Fig. 1: placed cells, one color a class
Fill, decap, tap and diode cells in gray.
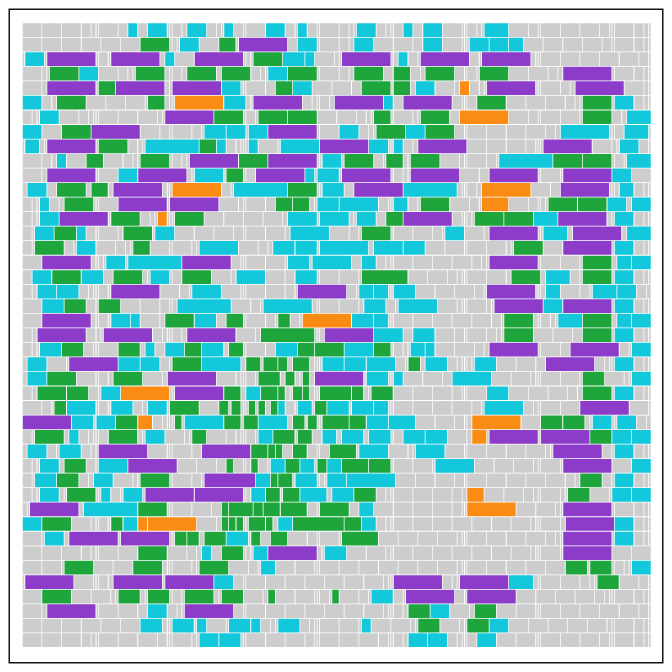
Fig. 2: the metal 3 layer
The bar under the picture is 20 um long.
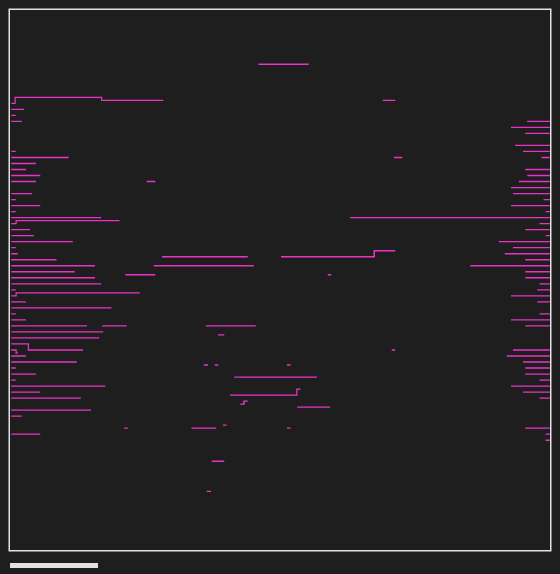
Fig. 3: the metal 1 layer
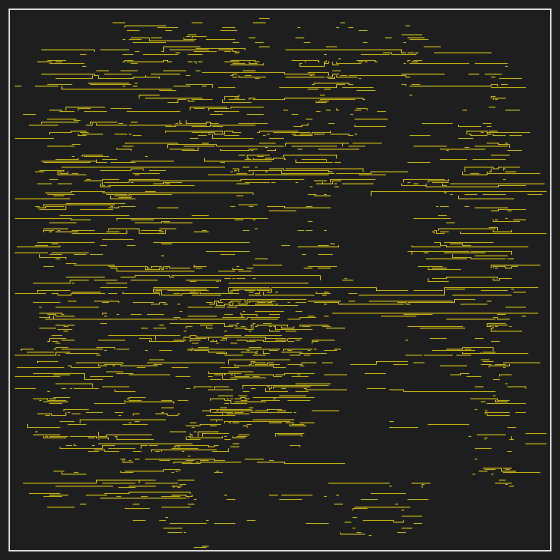
Fig. 4: the clock network
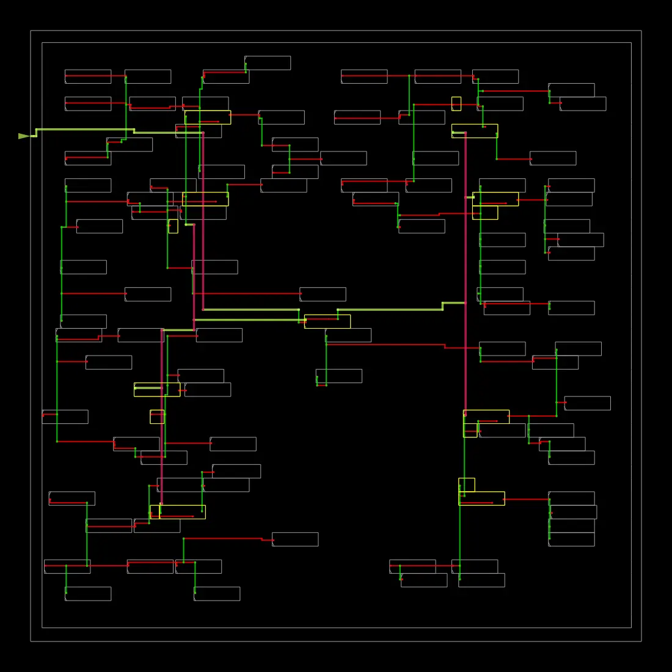
==> config.mk <==
export PLATFORM = sky130hd
export DESIGN_NAME = sram_ctrl_flat
export DESIGN_NICKNAME = d
export VERILOG_FILES = /design/src/rtl/sram_ctrl_pkg.sv /design/src/rtl/sram_ctrl_if.sv /design/src/rtl/sram_phase_timer.sv /design/src/rtl/sram_ctrl.sv /design/src/flat_wrapper.sv
export SDC_FILE = /design/constraint.sdc
export NUM_CORES = 1
export LEC_CHECK = 0
export ABC_CLOCK_PERIOD_IN_PS = 1930
export CAP_MARGIN = 25
export CORE_MARGIN = 2
export CORE_UTILIZATION = 30
export DETAILED_ROUTE_END_ITERATION = 7
export GPL_TIMING_DRIVEN = 0
export HOLD_SLACK_MARGIN = 0.15
export SETUP_SLACK_MARGIN = 0.4
export SYNTH_ARGS = -nofsm -noshare
export SYNTH_HDL_FRONTEND = slang
export SYNTH_SLANG_ARGS = --single-unit
==> constraint.sdc <==
create_clock -name i_clk -period 1.93 [get_ports i_clk]
set_input_delay 0.2895 -clock i_clk [delete_from_list [all_inputs] [get_ports i_clk]]
set_output_delay 0.2895 -clock i_clk [all_outputs]
set_load 0.005 [all_outputs]
==> src/rtl/sram_ctrl_pkg.sv <==
// rtl/sram_ctrl_pkg.sv - shared types and constants for the SRAM controller
//
// Purpose: FSM state enum, external SRAM bus widths, phase counter width and
//          a helper that picks the first write phase from the byte mask.
// Ports:   none (package).
package sram_ctrl_pkg;

  localparam int SRAM_AW = 18;  // halfword address width at the SRAM pins
  localparam int SRAM_DW = 16;  // SRAM data width
  localparam int PHASE_W = 4;   // phase counter width

  typedef enum logic [2:0] {
    IDLE  = 3'd0,
    RD_LO = 3'd1,
    RD_HI = 3'd2,
    WR_LO = 3'd3,
    WR_HI = 3'd4,
    DONE  = 3'd5
  } state_t;

  // A write with no enabled lanes in a halfword never visits that phase.
  function automatic state_t write_entry(input logic [3:0] bmask);
    if (|bmask[1:0]) begin
      return WR_LO;
    end else if (|bmask[3:2]) begin
      return WR_HI;
    end else begin
      return DONE;
    end
  endfunction

endpackage

==> src/rtl/sram_ctrl_if.sv <==
// rtl/sram_ctrl_if.sv - LSU-side request/response bus of the SRAM controller
//
// Purpose: groups the LSU handshake so the controller and requester share one
//          port. Names keep the controller's point of view (i_ in, o_ out).
// Signals: i_req, i_wren, i_addr[31:0], i_bmask[3:0], i_wdata[31:0] (to ctrl)
//          o_rdata[31:0], o_ack, o_stall (from ctrl)
// Modports: master = requester (LSU), slave = controller.
interface sram_ctrl_if;

  logic        i_req;
  logic        i_wren;
  logic [31:0] i_addr;
  logic [3:0]  i_bmask;
  logic [31:0] i_wdata;
  logic [31:0] o_rdata;
  logic        o_ack;
  logic        o_stall;

  modport master (
    output i_req, i_wren, i_addr, i_bmask, i_wdata,
    input  o_rdata, o_ack, o_stall
  );

  modport slave (
    input  i_req, i_wren, i_addr, i_bmask, i_wdata,
    output o_rdata, o_ack, o_stall
  );

endinterface

==> src/rtl/sram_phase_timer.sv <==
// rtl/sram_phase_timer.sv - per-phase cycle counter for the SRAM controller
//
// Purpose: counts cycles spent in the current access phase and flags the last
//          one. Cleared whenever the FSM changes state.
// Ports:   i_clk, i_rst_n   clock, async active-low reset
//          i_load           clear counter (state change this edge)
//          i_count          advance counter (inside an access phase)
//          i_limit[3:0]     count value of the final cycle of the phase
//          o_last           counter has reached i_limit
module sram_phase_timer
  import sram_ctrl_pkg::*;
(
  input  logic               i_clk,
  input  logic               i_rst_n,
  input  logic               i_load,
  input  logic               i_count,
  input  logic [PHASE_W-1:0] i_limit,
  output logic               o_last
);

  logic [PHASE_W-1:0] cnt;

  always_ff @(posedge i_clk or negedge i_rst_n) begin
    if (!i_rst_n) begin
      cnt <= '0;
    end else if (i_load) begin
      cnt <= '0;
    end else if (i_count) begin
      cnt <= cnt + 1'b1;
    end
  end

  assign o_last = (cnt == i_limit);

endmodule

==> src/rtl/sram_ctrl.sv <==
// rtl/sram_ctrl.sv - 32-bit LSU to 16-bit asynchronous SRAM controller
//
// Purpose: splits each 32-bit access into a low and a high halfword phase on a
//          16-bit SRAM, with WAIT_CYCLES SRAM cycles per phase (writes add one
//          we_n-high hold cycle). Completion is a one-cycle o_ack.
// Ports:   i_clk, i_rst_n          clock, async active-low reset
//          lsu (slave)             LSU request/response bus
//          o_sram_addr[17:0]       halfword address
//          o_sram_dq_wr[15:0]      write data, o_sram_dq_oe enables the driver
//          i_sram_dq_rd[15:0]      read data from the resolved DQ bus
//          o_sram_ce_n/we_n/oe_n/lb_n/ub_n  active-low SRAM strobes
module sram_ctrl
  import sram_ctrl_pkg::*;
#(
  parameter int unsigned WAIT_CYCLES = 2
) (
  input  logic               i_clk,
  input  logic               i_rst_n,
  sram_ctrl_if.slave         lsu,
  output logic [SRAM_AW-1:0] o_sram_addr,
  output logic [SRAM_DW-1:0] o_sram_dq_wr,
  output logic               o_sram_dq_oe,
  input  logic [SRAM_DW-1:0] i_sram_dq_rd,
  output logic               o_sram_ce_n,
  output logic               o_sram_we_n,
  output logic               o_sram_oe_n,
  output logic               o_sram_lb_n,
  output logic               o_sram_ub_n
);

  localparam logic [PHASE_W-1:0] RD_LAST = PHASE_W'(WAIT_CYCLES - 1);
  localparam logic [PHASE_W-1:0] WR_LAST = PHASE_W'(WAIT_CYCLES);

  state_t             state;
  state_t             state_nx;
  logic [16:0]        addr_q;
  logic [3:0]         bmask_q;
  logic [31:0]        wdata_q;
  logic [31:0]        rdata_q;
  logic               last;
  logic               in_phase;
  logic [PHASE_W-1:0] limit;
  logic               accept;

  // Address bits outside [18:2] are intentionally ignored.
  logic unused_addr_bits;
  assign unused_addr_bits = ^{lsu.i_addr[31:19], lsu.i_addr[1:0]};

  assign accept = (state == IDLE) && lsu.i_req;

  always_ff @(posedge i_clk or negedge i_rst_n) begin
    if (!i_rst_n) begin
      state <= IDLE;
    end else begin
      state <= state_nx;
    end
  end

  always_ff @(posedge i_clk or negedge i_rst_n) begin
    if (!i_rst_n) begin
      addr_q  <= '0;
      bmask_q <= '0;
      wdata_q <= '0;
    end else if (accept) begin
      addr_q  <= lsu.i_addr[18:2];
      bmask_q <= lsu.i_bmask;
      wdata_q <= lsu.i_wdata;
    end
  end

  // Each halfword is sampled on the last cycle of its phase, when the SRAM
  // output has had the full wait time to settle.
  always_ff @(posedge i_clk or negedge i_rst_n) begin
    if (!i_rst_n) begin
      rdata_q <= '0;
    end else if (last && state == RD_LO) begin
      rdata_q[15:0] <= i_sram_dq_rd;
    end else if (last && state == RD_HI) begin
      rdata_q[31:16] <= i_sram_dq_rd;
    end
  end

  // Kept outside the next-state block so the timer's last flag does not form
  // a combinational loop through it.
  assign in_phase = (state == RD_LO) || (state == RD_HI) ||
                    (state == WR_LO) || (state == WR_HI);
  assign limit    = (state == WR_LO || state == WR_HI) ? WR_LAST : RD_LAST;

  sram_phase_timer u_timer (
    .i_clk   (i_clk),
    .i_rst_n (i_rst_n),
    .i_load  (state_nx != state),
    .i_count (in_phase),
    .i_limit (limit),
    .o_last  (last)
  );

  always_comb begin
    state_nx     = state;
    o_sram_ce_n  = 1'b1;
    o_sram_we_n  = 1'b1;
    o_sram_oe_n  = 1'b1;
    o_sram_lb_n  = 1'b1;
    o_sram_ub_n  = 1'b1;
    o_sram_dq_oe = 1'b0;
    o_sram_addr  = '0;
    o_sram_dq_wr = '0;
    unique case (state)
      IDLE: begin
        if (lsu.i_req) begin
          state_nx = lsu.i_wren ? write_entry(lsu.i_bmask) : RD_LO;
        end
      end
      RD_LO, RD_HI: begin
        o_sram_ce_n = 1'b0;
        o_sram_oe_n = 1'b0;
        o_sram_lb_n = 1'b0;
        o_sram_ub_n = 1'b0;
        o_sram_addr = {addr_q, state == RD_HI};
        if (last) begin
          state_nx = (state == RD_LO) ? RD_HI : DONE;
        end
      end
      WR_LO: begin
        o_sram_ce_n  = 1'b0;
        o_sram_dq_oe = 1'b1;
        o_sram_we_n  = last;  // released for the final hold cycle
        o_sram_lb_n  = ~bmask_q[0];
        o_sram_ub_n  = ~bmask_q[1];
        o_sram_addr  = {addr_q, 1'b0};
        o_sram_dq_wr = wdata_q[15:0];
        if (last) begin
          state_nx = (|bmask_q[3:2]) ? WR_HI : DONE;
        end
      end
      WR_HI: begin
        o_sram_ce_n  = 1'b0;
        o_sram_dq_oe = 1'b1;
        o_sram_we_n  = last;
        o_sram_lb_n  = ~bmask_q[2];
        o_sram_ub_n  = ~bmask_q[3];
        o_sram_addr  = {addr_q, 1'b1};
        o_sram_dq_wr = wdata_q[31:16];
        if (last) begin
          state_nx = DONE;
        end
      end
      DONE: begin
        state_nx = IDLE;
      end
      default: begin
        state_nx = IDLE;
      end
    endcase
  end

  assign lsu.o_ack   = (state == DONE);
  assign lsu.o_stall = lsu.i_req && (state != DONE);
  assign lsu.o_rdata = rdata_q;

endmodule
==> src/flat_wrapper.sv <==
// flat-port wrapper written by rule: the top's interface ports become plain ports
module sram_ctrl_flat import sram_ctrl_pkg::*;
#(
  parameter int unsigned WAIT_CYCLES = 2
)
  (i_clk, i_rst_n, o_sram_addr, o_sram_dq_wr, o_sram_dq_oe, i_sram_dq_rd, o_sram_ce_n, o_sram_we_n, o_sram_oe_n, o_sram_lb_n, o_sram_ub_n, lsu_i_req, lsu_i_wren, lsu_i_addr, lsu_i_bmask, lsu_i_wdata, lsu_o_rdata, lsu_o_ack, lsu_o_stall);
  sram_ctrl_if lsu_i ();
  input  logic i_clk;
  input  logic i_rst_n;
  output logic [SRAM_AW-1:0] o_sram_addr;
  output logic [SRAM_DW-1:0] o_sram_dq_wr;
  output logic o_sram_dq_oe;
  input  logic [SRAM_DW-1:0] i_sram_dq_rd;
  output logic o_sram_ce_n;
  output logic o_sram_we_n;
  output logic o_sram_oe_n;
  output logic o_sram_lb_n;
  output logic o_sram_ub_n;
  input wire logic [$bits(lsu_i.i_req)-1:0] lsu_i_req;
  input wire logic [$bits(lsu_i.i_wren)-1:0] lsu_i_wren;
  input wire logic [$bits(lsu_i.i_addr)-1:0] lsu_i_addr;
  input wire logic [$bits(lsu_i.i_bmask)-1:0] lsu_i_bmask;
  input wire logic [$bits(lsu_i.i_wdata)-1:0] lsu_i_wdata;
  output wire logic [$bits(lsu_i.o_rdata)-1:0] lsu_o_rdata;
  output wire logic [$bits(lsu_i.o_ack)-1:0] lsu_o_ack;
  output wire logic [$bits(lsu_i.o_stall)-1:0] lsu_o_stall;
  assign lsu_i.i_req = lsu_i_req;
  assign lsu_i.i_wren = lsu_i_wren;
  assign lsu_i.i_addr = lsu_i_addr;
  assign lsu_i.i_bmask = lsu_i_bmask;
  assign lsu_i.i_wdata = lsu_i_wdata;
  assign lsu_o_rdata = lsu_i.o_rdata;
  assign lsu_o_ack = lsu_i.o_ack;
  assign lsu_o_stall = lsu_i.o_stall;
  sram_ctrl #(.WAIT_CYCLES(WAIT_CYCLES)) u_core (.i_clk(i_clk), .i_rst_n(i_rst_n), .lsu(lsu_i), .o_sram_addr(o_sram_addr), .o_sram_dq_wr(o_sram_dq_wr), .o_sram_dq_oe(o_sram_dq_oe), .i_sram_dq_rd(i_sram_dq_rd), .o_sram_ce_n(o_sram_ce_n), .o_sram_we_n(o_sram_we_n), .o_sram_oe_n(o_sram_oe_n), .o_sram_lb_n(o_sram_lb_n), .o_sram_ub_n(o_sram_ub_n));
endmodule
==> impl_metrics.json <==
{
  "cts_inserted_buffers": 9,
  "post-synth-top-area-cell": "sky130_fd_sc_hd__dfrtp_1",
  "power.density_mw_per_mm2": 1700,
  "warning_count": 44,
  "status": "complete, but fails checks",
  "synth_cell_type_count": 42,
  "finalSetupViolCount": 129,
  "grt_antenna_before_repair": 0,
  "wirelength_per_cell_um": 17.7,
  "first_iter_violations": 146,
  "grt_first_pass_wirelength_um": 20300,
  "place.gp.congestion": 0.784,
  "sequential_cell_area_mm2": 0.00230,
  "xor_share": 0.00628,
  "route.detailed.vias_per_inst": 4.74,
  "worst-path-buf-inv": 6,
  "maxClockFrequency_mhz": 473,
  "timing.final.ws_setup_ps": -185,
  "leak_pwr_nw": 3.59,
  "path_cells": "buf_8 -> buf_6 -> buf_6 -> buf_6 -> nand2b_4 -> or3_4 -> buf_6 -> clkbuf_16 -> mux2_4",
  "first_pass_detailed_route_iteration_total": 4,
  "failing_checks": "negative setup slack",
  "r2r_start": "u_core.state[1]$_DFF_PN0_",
  "n_sequential_cell": 92,
  "floorplan.die.height_um": 122,
  "synth.yosys.warnings": 0,
  "post-layout-total-power_mw": 13.1,
  "synth-adder-area-share": 0.00299
}
Notes on Fig. 1 above:
- clock drivers and dummy loads: orange (cells 16; share of their area 3.7%)
- remaining logic cells: green (cells 194; share of their area 29%)
- remaining buffers and delay cells: cyan (cells 246; share of their area 36%)
- registers: purple (cells 92; share of their area 31%)
post-route core utilization: 0.559
standard cell core area: 0.0138 mm^2
fraction of area in registers: 0.299
final design instance area without fill: 0.00770 mm^2
site row count: 43

Notes on Fig. 2 above:
- share of all routed wire: 7.1%
- nets with wire on the layer: 103
- longest straight run: 44.9 um
- wire length on this layer: 912 um

Notes on Fig. 3 above:
- nets with wire on the layer: 545
- wire length on this layer: 5560 um
- main direction: horizontal
- longest straight run: 46.5 um
- share of all routed wire: 43%
routing usage on met1: 0.229
DR vias: 3448

Notes on Fig. 4 above:
Clock group: 1.66 mW
clk_buf instances: 10

==> layer usage <==
metal / wire length, um / up-vias / track usage / share of wire
met5: 0 / - / 0 / 0
met4: 263 / 0 / 0.0747 / 0.020
met3: 912 / 23 / 0.0473 / 0.071
met2: 6160 / 122 / 0.284 / 0.48
met1: 5560 / 1708 / 0.229 / 0.43
li1: - / 1595 / - / -
==> flip-flops by register name, indices dropped and copies added, names as in the netlist <==
signal,cells
u_core.addr_q,17
u_core.bmask_q,4
u_core.lsu.o_rdata,32
u_core.state,3
u_core.u_timer.cnt,4
u_core.wdata_q,32
==> power by group <==
group | leakage [nW] | internal, mW | switching, mW
Sequential | 1.09 | 2.91 | 0.548
Clock | 0.135 | 0.906 | 0.757
Combinational | 2.37 | 5.28 | 2.70
Total | 3.59 | 9.10 | 4.00
Power is estimated from default activity; no workload was simulated.
